--- config.mk ---
export PLATFORM = sky130hd
export DESIGN_NAME = bus_demux85
export DESIGN_NICKNAME = d
export VERILOG_FILES = /design/src/rtl/bus_demux85.sv
export SDC_FILE = /design/constraint.sdc
export NUM_CORES = 1
export LEC_CHECK = 0
export CAP_MARGIN = 20
export CORE_MARGIN = 1
export CORE_UTILIZATION = 41
export CTS_BUF_LIST = sky130_fd_sc_hd__clkbuf_2 sky130_fd_sc_hd__clkbuf_4 sky130_fd_sc_hd__clkbuf_8
export DETAILED_ROUTE_END_ITERATION = 10
export PLACE_DENSITY = 0.8
export SYNTH_ARGS = -nofsm -noshare
export SYNTH_HDL_FRONTEND = slang
export SYNTH_SLANG_ARGS = --single-unit
--- constraint.sdc ---
create_clock -name clk -period 2.09 [get_ports clk]
set_clock_uncertainty 0.1 [all_clocks]
set_input_delay 0.209 -clock clk [delete_from_list [all_inputs] [get_ports clk]]
set_output_delay 0.209 -clock clk [all_outputs]
set_load 0.1 [all_outputs]
--- src/rtl/bus_demux85.sv ---
// bus_demux85: bus-side responder for the 8085 multiplexed AD bus.
// Latches the 16-bit address on ALE, follows the read/write machine cycle,
// inserts WAIT wait-state clocks through ready, returns read data on the AD
// bus and issues a one-clock write strobe carrying the captured write data.
//
// Optional feature, enabled by defining DEMUX_IO_MIRROR_EN: on IO cycles the
// port number on ad_in is mirrored into both address bytes, and a mismatch
// between a_hi and ad_in at ALE raises a one-clock err pulse.
//
// Ports:
//   clk, rstn          clock, asynchronous active-low reset
//   ad_in, a_hi        AD[7:0] and A15..A8 sampled from the pins
//   ale, rd_n, wr_n    bus control strobes (ale high, rd_n/wr_n low active)
//   iom                IO/M, 1 = IO cycle
//   rdata              read data from the fabric, valid while rd_req=1
//   ad_out, ad_oe      data and output enable toward the AD pins
//   ready              8085 READY, combinational from state and wait counter
//   addr, addr_io      latched address and IO/M of the current cycle
//   rd_req             fabric read request
//   wdata, wr_stb      captured write data and one-clock write strobe
//   err                one-clock protocol error pulse
module bus_demux85 #(
    parameter int unsigned WAIT = 0,
    parameter int unsigned CW   = 4
) (
    input  logic          clk,
    input  logic          rstn,
    input  logic [7:0]    ad_in,
    input  logic [7:0]    a_hi,
    input  logic          ale,
    input  logic          rd_n,
    input  logic          wr_n,
    input  logic          iom,
    input  logic [7:0]    rdata,
    output logic [7:0]    ad_out,
    output logic          ad_oe,
    output logic          ready,
    output logic [15:0]   addr,
    output logic          addr_io,
    output logic          rd_req,
    output logic [7:0]    wdata,
    output logic          wr_stb,
    output logic          err
);

    localparam int unsigned DW = 8;
    localparam int unsigned AW = 16;

    typedef enum logic [1:0] {
        IDLE = 2'd0,
        ADDR = 2'd1,
        RD   = 2'd2,
        WR   = 2'd3
    } state_t;

    state_t          state_q, state_d;
    logic [CW-1:0]   cnt_q, cnt_d;
    logic [DW-1:0]   ad_out_d;
    logic            ad_oe_d;
    logic [AW-1:0]   addr_d;
    logic            addr_io_d;
    logic            rd_req_d;
    logic [DW-1:0]   wdata_d;
    logic            wr_stb_d;
    logic            err_d;

    // Wait states are inserted only while a data phase still has count left.
    assign ready = !(((state_q == RD) || (state_q == WR)) && (cnt_q != '0));

    // Next-state and next-output decode; ALE overrides whatever phase is active.
    always_comb begin
        state_d   = state_q;
        cnt_d     = cnt_q;
        ad_out_d  = ad_out;
        ad_oe_d   = ad_oe;
        addr_d    = addr;
        addr_io_d = addr_io;
        rd_req_d  = rd_req;
        wdata_d   = wdata;
        wr_stb_d  = 1'b0;
        err_d     = 1'b0;

        if (ale) begin
            addr_d    = {a_hi, ad_in};
            addr_io_d = iom;
            cnt_d     = CW'(WAIT);
            state_d   = ADDR;
            ad_oe_d   = 1'b0;
            rd_req_d  = 1'b0;
`ifdef DEMUX_IO_MIRROR_EN
            // IO port number appears on both address bytes of a real 8085.
            if (iom) begin
                addr_d = {ad_in, ad_in};
                err_d  = (a_hi != ad_in);
            end
`endif
        end else begin
            case (state_q)
                IDLE: begin
                    // Strobes without a preceding ALE are ignored.
                end
                ADDR: begin
                    if (!rd_n && !wr_n) begin
                        err_d   = 1'b1;
                        state_d = IDLE;
                    end else if (!rd_n) begin
                        state_d  = RD;
                        rd_req_d = 1'b1;
                    end else if (!wr_n) begin
                        state_d = WR;
                    end
                end
                RD: begin
                    if (rd_n) begin
                        state_d  = IDLE;
                        ad_oe_d  = 1'b0;
                        rd_req_d = 1'b0;
                    end else if (cnt_q != '0) begin
                        cnt_d   = cnt_q - CW'(1);
                        ad_oe_d = 1'b0;
                    end else begin
                        ad_oe_d  = 1'b1;
                        ad_out_d = rdata;
                    end
                end
                WR: begin
                    if (wr_n) begin
                        wr_stb_d = 1'b1;
                        state_d  = IDLE;
                    end else begin
                        wdata_d = ad_in;
                        if (cnt_q != '0) begin
                            cnt_d = cnt_q - CW'(1);
                        end
                    end
                end
                default: state_d = IDLE;
            endcase
        end
    end

    // State and output registers.
    always_ff @(posedge clk or negedge rstn) begin
        if (!rstn) begin
            state_q <= IDLE;
            cnt_q   <= '0;
            ad_out  <= '0;
            ad_oe   <= 1'b0;
            addr    <= '0;
            addr_io <= 1'b0;
            rd_req  <= 1'b0;
            wdata   <= '0;
            wr_stb  <= 1'b0;
            err     <= 1'b0;
        end else begin
            state_q <= state_d;
            cnt_q   <= cnt_d;
            ad_out  <= ad_out_d;
            ad_oe   <= ad_oe_d;
            addr    <= addr_d;
            addr_io <= addr_io_d;
            rd_req  <= rd_req_d;
            wdata   <= wdata_d;
            wr_stb  <= wr_stb_d;
            err     <= err_d;
        end
    end

endmodule

### Cell placement

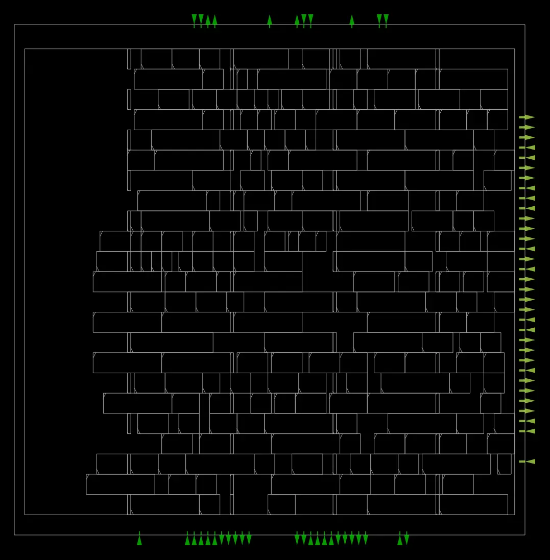
final-layout fill cell count: 300
flip-flops: 43
Final Core Density: 0.647
Seq area share: 0.404
Core ar.: 4120 um^2

### Placement by cell class

Scale: 6 px per um.
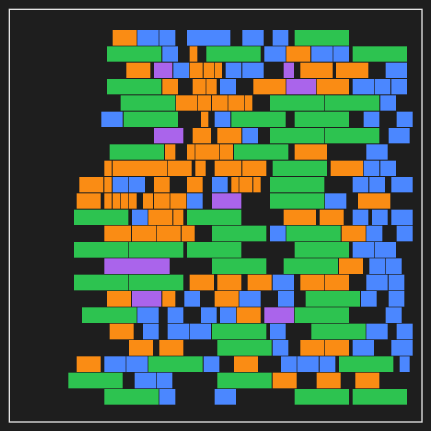
Purple is clock drivers and dummy loads, cells 8, share of their area 4.3%. Orange is remaining logic cells, cells 79, share of their area 28%. Blue is remaining buffers and delay cells, cells 79, share of their area 26%. Green is registers, cells 43, share of their area 41%.

==> flow_summary_export.csv <==
group,metric,value,unit
detailed_routing,met2WireLength,2010,um
critical_path,critPathLaunchType,"flip-flop",
clock_tree,cts_tree,"built",
global_routing,grt_pass1_vias,1254,
placed_design,dp_hpwl,3020,um
timing,setup-violations-final,0,
run_status,status,"finished clean",
critical_path,crit_path_end_kind,"flip-flop",
synth,yosys-mux-area-fraction,0.258,
synth,ys_sh_xor,0,
clock_tree,cts_buffer_depth,2,
synth,syn_avg_cell_area,14.3,um^2
detailed_routing,drc_errors,0,
floorplan,dieArea,4700,um^2
synth,synth_cells,127,
synth,synth_cell_types,26,
synth,async_flop_share,1.00,
synth,simple_gate_area_frac,0.0972,
detailed_routing,vias,1296,
timing,period_used_share,0.973,
finish,drive_above_1_share,0.493,
job,tool_warnings,29,
clock_tree,numCtsBuffers,5,
floorplan,fp_util,0.441,
detailed_routing,top_layer,"met4",
timing,rsz0062_at_grt,"yes",
power_and_ir_drop,power.leakage,1.25,nW
job,max-cap-violations,0,
global_routing,grt_max_degree,26,
==> power by group <==
part | switching (W) | internal (W)
Clock | 0.000289 | 0.000356
Sequential | 0.0000832 | 0.000968
Combinational | 0.00116 | 0.000364
Total | 0.00153 | 0.00169
==> through the flow <==
step	instances	hold WS, ns	area, um^2	setup slack [ns]
finish	259	0.321	2660	0.0573
global route	259	0.387	2660	-0.0278
floorplan	127	-0.187	1830	-0.0104
global placement	249	0.115	2530	0.0128
CTS	258	0.336	2650	0.0234
detailed placement	249	0.134	2530	-0.0280
==> placed cells by master (no fill, tap or decap) <==
master,instances
a21o_1,1
a21oi_1,1
a31oi_1,1
and3b_1,1
buf_12,1
buf_2,1
buf_4,48
bufinv_16,1
clkbuf_8,5
clkdlybuf4s50_1,28
clkinv_2,1
clkinv_4,1
dfrtp_1,43
dlygate4sd3_1,1
ha_1,1
ha_4,1
inv_1,1
inv_2,2
mux2_2,30
mux2_4,8
mux2i_1,1
nand2_1,4
nand2b_1,2
nand3b_1,3
nor2_1,6
nor2b_1,2
nor3_1,3
nor3b_1,3
nor3b_2,1
nor4_1,1
o21ai_0,2
or3_1,1
or3b_4,1
or4_4,2
==> worst register-to-register path: stages (launching register included) <==
cell	delay [ns]
dfrtp_1	0.39
inv_2	0.08
ha_4	0.13
or3b_4	0.39
or4_4	0.50
mux2_4	0.33
==> worst max-delay path by stage <==
stage / depth (start not counted) / startpoint / to / slack (ns)
4_1_cts: 5 / cnt_q[0] / ad_out[7] / 0.02
2_1_floorplan: 6 / cnt_q[0] / ad_out[0] / -0.01
6_report: 5 / cnt_q[0] / ad_out[0] / 0.06
3_3_place_gp: 5 / cnt_q[0] / ad_out[0] / 0.01
5_1_grt: 5 / cnt_q[0] / ad_out[5] / -0.03
3_5_place_dp: 5 / cnt_q[0] / ad_out[7] / -0.03
==> layer usage <==
metal | GRT usage | up-vias
met1 | 0.232 | 629
met4 | 0.104 | 0
li1 | - | 610
met5 | 0 | -
met2 | 0.309 | 48
met3 | 0.0461 | 9
==> sequential cells by signal (all words and copies together), names as in the netlist <==
| signal | flops |
|---|---|
| addr | 16 |
| ad_out | 8 |
| wdata | 8 |
| cnt_q | 4 |
| state_q | 2 |
| ad_oe | 1 |
| addr_io | 1 |
| err | 1 |
| rd_req | 1 |
| wr_stb | 1 |
==> cells by family (layout without fill, tap and decap cells) <==
kind of cell	Yosys count	in the layout
and+or+nand+nor	29	30
AOI/OAI and AO/OA	5	5
muxes	39	39
DFF	43	43
buffers and inverters	9	90
adders and majority gates	2	2
==> layout make-up <==
class                      count  share of cell area
timing repair buffer          79               0.254
tap                           50              0.0235
sequential                    43               0.404
multi-input combinational     76               0.272
clock buffer                   5              0.0258
inverter                       3             0.00423
clock inverter                 3              0.0164
==> timing repair <==
item | CTS | global route
pin swaps | 1 | 0
hold buffers | 1 | 0
resized | 0 | 2
gates cloned | 0 | 1
endpoints found under the setup margin | 8 | 8
hold endpoints to repair | 23 | 0
Power is estimated from default activity; no workload was simulated.
